Run 1, M1 wires:
Bar = 50 µm. Cells faint in the background.
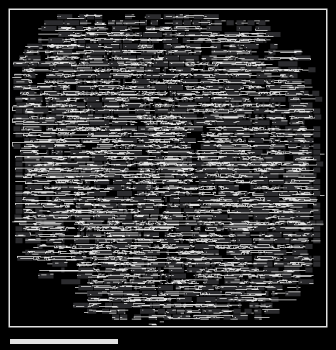
Run 1, M2 wires:
Cells faint in the background.
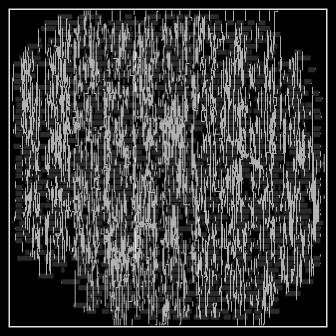
Run 1, the metal 3 layer:
Bar = 50 µm. Cells faint in the background.
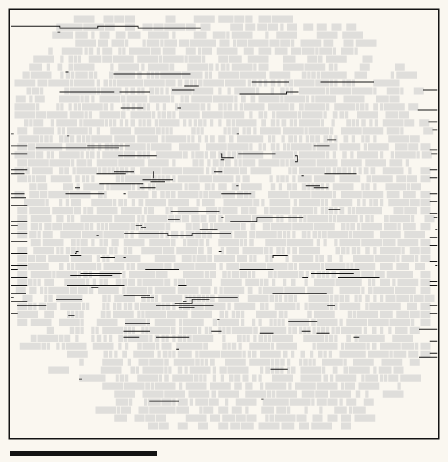
Run 1, sequential cells coloured by netlist name:
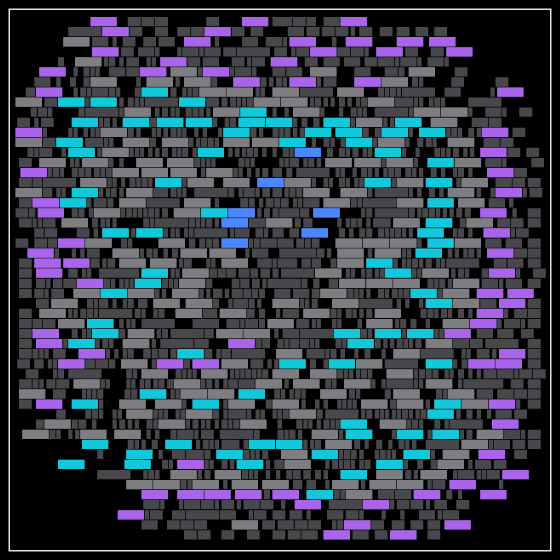
### src/rtl/spi_coeff_loader.sv
// SPI responder that captures 5-word biquad coefficient frames into a shadow bank
// and commits them atomically to the filter on a sample boundary; sdo reads back the active set.
module spi_coeff_loader #(
    parameter int unsigned COEFF_W     = 16,
    parameter int unsigned SYNC_STAGES = 2,
    parameter int unsigned RESET_B0    = 16384
) (
    input  logic                      clk,
    input  logic                      reset,
    input  logic                      sck,
    input  logic                      sdi,
    input  logic                      cs_n,
    output logic                      sdo,
    input  logic                      sample_strobe,
    output logic signed [COEFF_W-1:0] b0,
    output logic signed [COEFF_W-1:0] b1,
    output logic signed [COEFF_W-1:0] b2,
    output logic signed [COEFF_W-1:0] a1,
    output logic signed [COEFF_W-1:0] a2,
    output logic                      coeff_update,
    output logic                      frame_error
);

    localparam int unsigned FRAME_W = 5 * COEFF_W;
    localparam int unsigned CNT_W   = $clog2(FRAME_W + 2);
    localparam int unsigned WAIT_W  = $clog2(SYNC_STAGES + 1);
    localparam logic [FRAME_W-1:0] RESET_BANK = {COEFF_W'(RESET_B0), {(4 * COEFF_W){1'b0}}};

    typedef enum logic [1:0] {
        WAIT_IDLE = 2'd0,
        IDLE      = 2'd1,
        SHIFT     = 2'd2
    } state_t;

    state_t               state_q;
    logic [SYNC_STAGES-1:0] sck_sync_q;
    logic [SYNC_STAGES-1:0] sdi_sync_q;
    logic [SYNC_STAGES-1:0] cs_sync_q;
    logic                 sck_prev_q;
    logic                 cs_prev_q;
    logic [WAIT_W-1:0]    wait_q;
    logic [CNT_W-1:0]     cnt_q;
    logic [FRAME_W-1:0]   shift_q;
    logic [FRAME_W-1:0]   rb_q;
    logic [FRAME_W-1:0]   shadow_q;
    logic [FRAME_W-1:0]   active_q;
    logic                 pending_q;
    logic                 sdo_q;
    logic                 upd_q;
    logic                 err_q;

    logic sck_s, sdi_s, cs_s;
    logic sck_rise, sck_fall, cs_fall, cs_rise;

    assign sck_s    = sck_sync_q[SYNC_STAGES-1];
    assign sdi_s    = sdi_sync_q[SYNC_STAGES-1];
    assign cs_s     = cs_sync_q[SYNC_STAGES-1];
    assign sck_rise = sck_s & ~sck_prev_q;
    assign sck_fall = ~sck_s & sck_prev_q;
    assign cs_fall  = ~cs_s & cs_prev_q;
    assign cs_rise  = cs_s & ~cs_prev_q;

    always_ff @(posedge clk) begin
        if (reset) begin
            state_q    <= WAIT_IDLE;
            sck_sync_q <= '0;
            sdi_sync_q <= '0;
            cs_sync_q  <= '1;
            sck_prev_q <= 1'b0;
            cs_prev_q  <= 1'b1;
            wait_q     <= '0;
            cnt_q      <= '0;
            shift_q    <= '0;
            rb_q       <= '0;
            shadow_q   <= '0;
            active_q   <= RESET_BANK;
            pending_q  <= 1'b0;
            sdo_q      <= 1'b0;
            upd_q      <= 1'b0;
            err_q      <= 1'b0;
        end else begin
            sck_sync_q <= {sck_sync_q[SYNC_STAGES-2:0], sck};
            sdi_sync_q <= {sdi_sync_q[SYNC_STAGES-2:0], sdi};
            cs_sync_q  <= {cs_sync_q[SYNC_STAGES-2:0], cs_n};
            sck_prev_q <= sck_s;
            cs_prev_q  <= cs_s;
            upd_q      <= 1'b0;
            err_q      <= 1'b0;

            // Commit uses the pending flag from before this edge; a frame landing now waits.
            if (sample_strobe && pending_q) begin
                active_q  <= shadow_q;
                pending_q <= 1'b0;
                upd_q     <= 1'b1;
            end

            case (state_q)
                WAIT_IDLE: begin
                    // The cs_n chain resets high, so demand enough high samples to flush it.
                    sdo_q <= 1'b0;
                    if (!cs_s) begin
                        wait_q <= '0;
                    end else if (wait_q == WAIT_W'(SYNC_STAGES)) begin
                        wait_q  <= '0;
                        state_q <= IDLE;
                    end else begin
                        wait_q <= wait_q + 1'b1;
                    end
                end
                IDLE: begin
                    sdo_q <= 1'b0;
                    if (cs_fall) begin
                        cnt_q   <= '0;
                        rb_q    <= active_q;
                        sdo_q   <= active_q[FRAME_W-1];
                        state_q <= SHIFT;
                    end
                end
                SHIFT: begin
                    if (cs_rise) begin
                        sdo_q   <= 1'b0;
                        state_q <= IDLE;
                        if (cnt_q == CNT_W'(FRAME_W)) begin
                            shadow_q  <= shift_q;
                            pending_q <= 1'b1;
                        end else begin
                            err_q <= 1'b1;
                        end
                    end else begin
                        if (sck_rise) begin
                            shift_q <= {shift_q[FRAME_W-2:0], sdi_s};
                            if (cnt_q != CNT_W'(FRAME_W + 1)) begin
                                cnt_q <= cnt_q + 1'b1;
                            end
                        end
                        if (sck_fall) begin
                            rb_q  <= {rb_q[FRAME_W-2:0], 1'b0};
                            sdo_q <= rb_q[FRAME_W-2];
                        end
                    end
                end
                default: state_q <= WAIT_IDLE;
            endcase
        end
    end

    assign sdo          = sdo_q;
    assign coeff_update = upd_q;
    assign frame_error  = err_q;
    assign b0           = active_q[5*COEFF_W-1 -: COEFF_W];
    assign b1           = active_q[4*COEFF_W-1 -: COEFF_W];
    assign b2           = active_q[3*COEFF_W-1 -: COEFF_W];
    assign a1           = active_q[2*COEFF_W-1 -: COEFF_W];
    assign a2           = active_q[COEFF_W-1 -: COEFF_W];

endmodule

### config.mk
export PLATFORM = sky130hd
export DESIGN_NAME = spi_coeff_loader
export DESIGN_NICKNAME = d
export VERILOG_FILES = /design/src/rtl/spi_coeff_loader.sv
export SDC_FILE = /design/constraint.sdc
export NUM_CORES = 1
export LEC_CHECK = 0
export CAP_MARGIN = 20
export CORE_UTILIZATION = 63
export DETAILED_ROUTE_END_ITERATION = 6
export GPL_ROUTABILITY_DRIVEN = 1
export HOLD_SLACK_MARGIN = 0.06
export PLACE_DENSITY = 0.84
export SLEW_MARGIN = 20
export SYNTH_ARGS = -nofsm -noshare
export SYNTH_HDL_FRONTEND = slang
export SYNTH_SLANG_ARGS = --single-unit
### constraint.sdc
create_clock -name clk -period 5.8 [get_ports clk]
set_input_delay 0.58 -clock clk [delete_from_list [all_inputs] [get_ports clk]]
set_output_delay 0.58 -clock clk [all_outputs]
set_load 0.005 [all_outputs]
==> results.py, run 1 <==
# Flow results
metrics = {
    "synthesis": {
        "logic_family": "simple AND/OR/NAND/NOR gates",
        "yosys.stat.seqShare_pct": 52.5,
        "syn-cell-area_um2": 13100,
        "netlist_instances": 1519,
        "flop_cell": "dfxtp_1",
        "topCellsByArea": "dfxtp_1 52%, nand2_1 14%, a21oi_1 9.7%",
        "synth-edff-count": 0,
        "yosysTopAreaCellShare_pct": 52.5,
        "ys_warn_count": 0,
        "ys_chip_area_um2": 13100,
        "ys_cells": 1519,
        "synth_top_cell_by_count": "nand2_1",
        "syn_avg_cell_area_um2": 8.59,
        "synth_cell_type_count": 38,
        "simple_gate_share_pct": 18.8,
        "synth-xor-area-share_pct": 0,
    },
    "place": {
        "dp_cells": 1773,
        "placed_area_um2": 13900,
        "hpwl_um": 14600,
        "dp_slack_ns": 2.90,
        "gp_congestion": 0.752,
        "place.port_buffers": 88,
    },
    "cts": {
        "root_buffer": "clkbuf_16",
        "cts_tree": "yes",
        "cts_setup_buffers": 0,
        "ctsLongestPathBuffers": 3,
        "cts-buffers-inserted": 35,
        "ctsResizeCount": 0,
    },
    "power": {
        "switchingPower_mw": 1.48,
        "swShare_pct": 26.1,
        "vdd_drop_max_v": 0.000331,
        "sequentialPowerShare_pct": 46.5,
        "p_leak_nw": 4.63,
    },
    "layout": {
        "final_cell_mix": "484 x nand2_1, 342 x dfxtp_1, 252 x a21oi_1, 87 x clkdlybuf4s50_1, 86 x nor2_1",
        "signal_buffers": 101,
        "area_growth_pct": 15.5,
        "nets": 1556,
        "largest_class": "sequential cells",
        "design.seq.count": 342,
        "lay_top_count": "nand2_1",
        "comb_share_pct": 37.6,
        "top_regs": "active_q x80, shadow_q x80, shift_q x80",
        "drive_above_1_share_pct": 9.58,
        "fin_cells": 1835,
    },
    "route": {
        "drcViolationCount": 0,
        "wl_per_cell_um": 14.4,
        "drt-initial-drc-count": 781,
        "ant_nets": 0,
        "drt_pre_antenna_iters": 7,
        "top_layer_used": "met4",
    },
    "sta": {
        "fin_crit_sh_pct": 52.2,
        "clock.fmax_mhz": 330,
        "setup_ws_ns": 2.77,
        "min_period_ns": 3.03,
        "hold_violations": 0,
        "rsz0062_at_grt": "no",
    },
    "critical_path": {
        "r2r_cells": 7,
        "path_cells": "inv_1 > ha_4 > and2_1 > nand3b_1 > buf_4 > nand2_1 > a21oi_1",
        "critPathMaxFanout": 53,
        "path_class": "reg2reg",
        "cp.required_ns": 6.11,
        "cp-startpoint": "state_q[0]",
        "end_kind": "register",
    },
    "global_routing": {
        "grt.busiest_layer": "met2",
        "track_usage_pct": 24.8,
        "antenna_found_initial": 0,
        "grt_max_degree": 165,
        "grt_pass1_vias": 9639,
    },
    "min_path": {
        "min_to": "cs_sync_q[1]",
    },
    "floorplan": {
        "tap_cells": 270,
        "core_area_um2": 20300,
        "fp-row-count": 52,
        "initCoreUtil_pct": 64.3,
        "dieArea_um2": 21300,
    },
    "outcome": {
        "status": "complete, no violations",
    },
    "run": {
        "warnings": 39,
        "cap_violations": 0,
    },
}
Notes on 'M1 wires' above:
main direction	horizontal
share of all routed wire	45%
longest straight run	38.2 µm
nets with wire on the layer	1442
WL final: 26400 µm
GRT met1 Usage: 31.6%
vias: 10212

Notes on 'M2 wires' above:
wire length on this layer	13100 µm
main direction	vertical
nets with wire on the layer	1267
share of all routed wire	50%
longest straight run	49.0 µm
met2 global-route usage: 43.8%

Notes on 'the metal 3 layer' above:
share of all routed wire	3.6%
longest straight run	28.1 µm
main direction	horizontal
nets with wire on the layer	91
wire length on this layer	945 µm
met3 Use GR: 3.26%

Notes on 'sequential cells coloured by netlist name' above:
netlist name	colour	sequential cells
`cnt_q`	blue	7
`shadow_q`	cyan	80
`rb_q`	purple	79
Final Core Density: 74.3%
Power Sequential: 2.64 mW
Seq/total area: 45.4%

Run 1, placed standard cells:
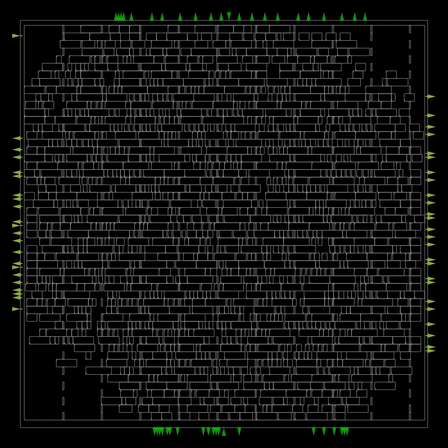

==> inputs of run 2 (changes only) <==
Settings changed: CORE_UTILIZATION 63 to 58, PLACE_DENSITY 0.84 to 0.79.
Clock period 5.8 ns to 3.05 ns, I/O delays scaled along.
Run 2, placed standard cells:
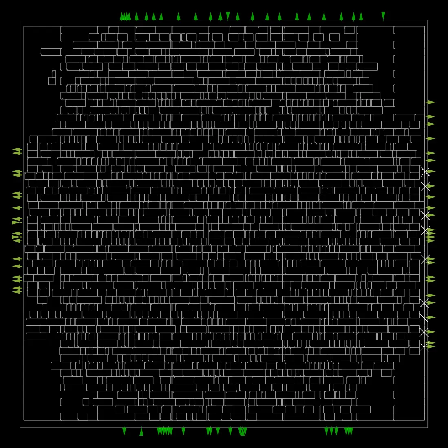
# fillers: 1740
Rows: 54
Seq/total area: 45.2%

Run 2, sequential cells coloured by netlist name:
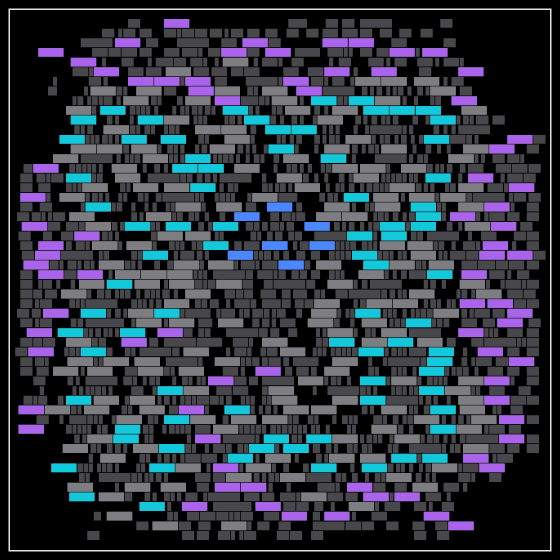
netlist name	colour	sequential cells	where
`cnt_q`	blue	7	middle
`shadow_q`	cyan	80	widely spread
`rb_q`	purple	79	widely spread
Power Sequential: 5.01 mW
Final Core Density: 68.9%
storage element area: 6850 µm²

==> run 2 against run 1 <==
The flow now finishes with violations (DRC). Synthesized area did not move. Maximum frequency rose by 40%. Clock skew barely moved. Worst setup slack got worse by 1.9 ns. Global-route usage fell by 1.9 points. Cell area rose by 0.40%. Clock power rose by about 90%. Clock-buffer cell count rose by 6. Utilization fell by 5.3 points.
==> results.py, run 2 <==
# Flow results
metrics = {
    "critical_path": {
        "crit_slowest_cell": "dfxtp_1",
        "cp-endpoint": "rb_q[56]",
        "path_delay_family": "buffers and inverters",
        "end_kind": "register",
        "critPathMaxStageDelay_ns": 0.38,
        "r2r_cells": 8,
        "cp-startpoint": "state_q[1]",
        "r2r_setup_slack_ns": 0.88,
        "path_cells": "inv_1 > ha_1 > inv_2 > mux2_2 > nor2_4 > buf_12 > nor2_1 > a211oi_2",
        "cp.arrival_ns": 2.59,
        "cp.required_ns": 3.47,
        "path_class": "reg2reg",
        "critPathMaxFanout": 80,
    },
    "synthesis": {
        "ys_cells": 1519,
        "topCellsByArea": "dfxtp_1 52%, nand2_1 14%, a21oi_1 9.7%",
        "mux_share_pct": 6.32,
        "synth_top_cell_by_count": "nand2_1",
        "ys_warn_count": 0,
        "synth-edff-count": 0,
        "ys_chip_area_um2": 13100,
        "simple_gate_share_pct": 18.8,
        "flop_cell": "dfxtp_1",
        "netlist_instances": 1519,
        "yosysTopAreaCell": "dfxtp_1",
        "yosysTopAreaCellShare_pct": 52.5,
        "yosys.stat.seqShare_pct": 52.5,
        "syn-cell-area_um2": 13100,
        "synth_nets": 1534,
        "synth_cell_type_count": 38,
        "synth-xor-area-share_pct": 0,
        "logic_family": "simple AND/OR/NAND/NOR gates",
        "async_reset_ff_share_pct": 0,
        "syn_avg_cell_area_um2": 8.59,
    },
    "layout": {
        "nonClockInverterCount": 11,
        "nets": 1561,
        "final_cell_mix": "484 x nand2_1, 342 x dfxtp_1, 252 x a21oi_1, 87 x clkdlybuf4s50_1, 86 x nor2_1",
        "lay_top_count": "nand2_1",
        "top_regs": "active_q x80, shadow_q x80, shift_q x80",
        "signal_buffers": 107,
        "largest_class": "sequential cells",
        "nonClkBufAreaFrac_pct": 7.21,
        "area_growth_pct": 16.0,
        "clock_buffers": 53,
        "drive_above_1_share_pct": 9.49,
        "design.seq.count": 342,
        "comb_share_pct": 37.4,
        "fin_cells": 1850,
    },
    "outcome": {
        "violations": "DRC",
        "status": "finished, violations left",
    },
    "power": {
        "sequentialPowerShare_pct": 46.4,
        "switchingPower_mw": 2.80,
        "power_clock_mw": 4.22,
        "vdd_drop_max_v": 0.000417,
        "p_leak_nw": 4.65,
        "swShare_pct": 25.9,
        "finalPower_mw": 10.8,
        "power_frac_clock_pct": 39.1,
    },
    "global_routing": {
        "use_met2_pct": 39.6,
        "gr-usage-met3_pct": 2.71,
        "track_usage_pct": 22.9,
        "grt_max_degree": 163,
        "grt_use_met1_pct": 30.0,
        "grt_overflow": 0,
        "antenna_found_initial": 0,
        "grt.busiest_layer": "met2",
        "grt_pass1_vias": 9591,
    },
    "floorplan": {
        "dieArea_um2": 23100,
        "initCoreUtil_pct": 59.4,
        "die_y_um": 152,
        "core_area_um2": 22000,
        "tap_cells": 280,
    },
    "run": {
        "warnings": 35,
        "cap_violations": 0,
    },
    "sta": {
        "rsz0062_at_grt": "no",
        "hold_violations": 0,
        "setup_ws_ns": 0.880,
        "clock.fmax_mhz": 461,
        "fin_crit_sh_pct": 71.1,
        "setup-violations-final": 0,
        "min_period_ns": 2.17,
    },
    "min_path": {
        "holdCritStartpoint": "sdi",
        "min_to": "sdi_sync_q[0]",
    },
    "place": {
        "hpwl_um": 15200,
        "dp_cells": 1790,
        "place.port_buffers": 88,
        "placed_area_um2": 14000,
        "gp_congestion": 0.810,
        "dp_slack_ns": 0.912,
    },
    "cts": {
        "cts_tree": "yes",
        "ctsResizeCount": 0,
        "cts_setup_buffers": 0,
        "ctsLongestPathBuffers": 3,
        "ctsHoldBuffers": 0,
        "cts-buffers-inserted": 34,
        "root_buffer": "clkbuf_16",
    },
    "route": {
        "vias_per_cell": 5.48,
        "ant_nets": 0,
        "top_layer_used": "met4",
        "drt-initial-drc-count": 688,
        "wl_per_cell_um": 14.0,
        "wl_um": 25900,
        "vias": 10139,
        "drt_pre_antenna_iters": 7,
        "drcViolationCount": 17,
    },
}
Power is estimated from default activity; no workload was simulated.
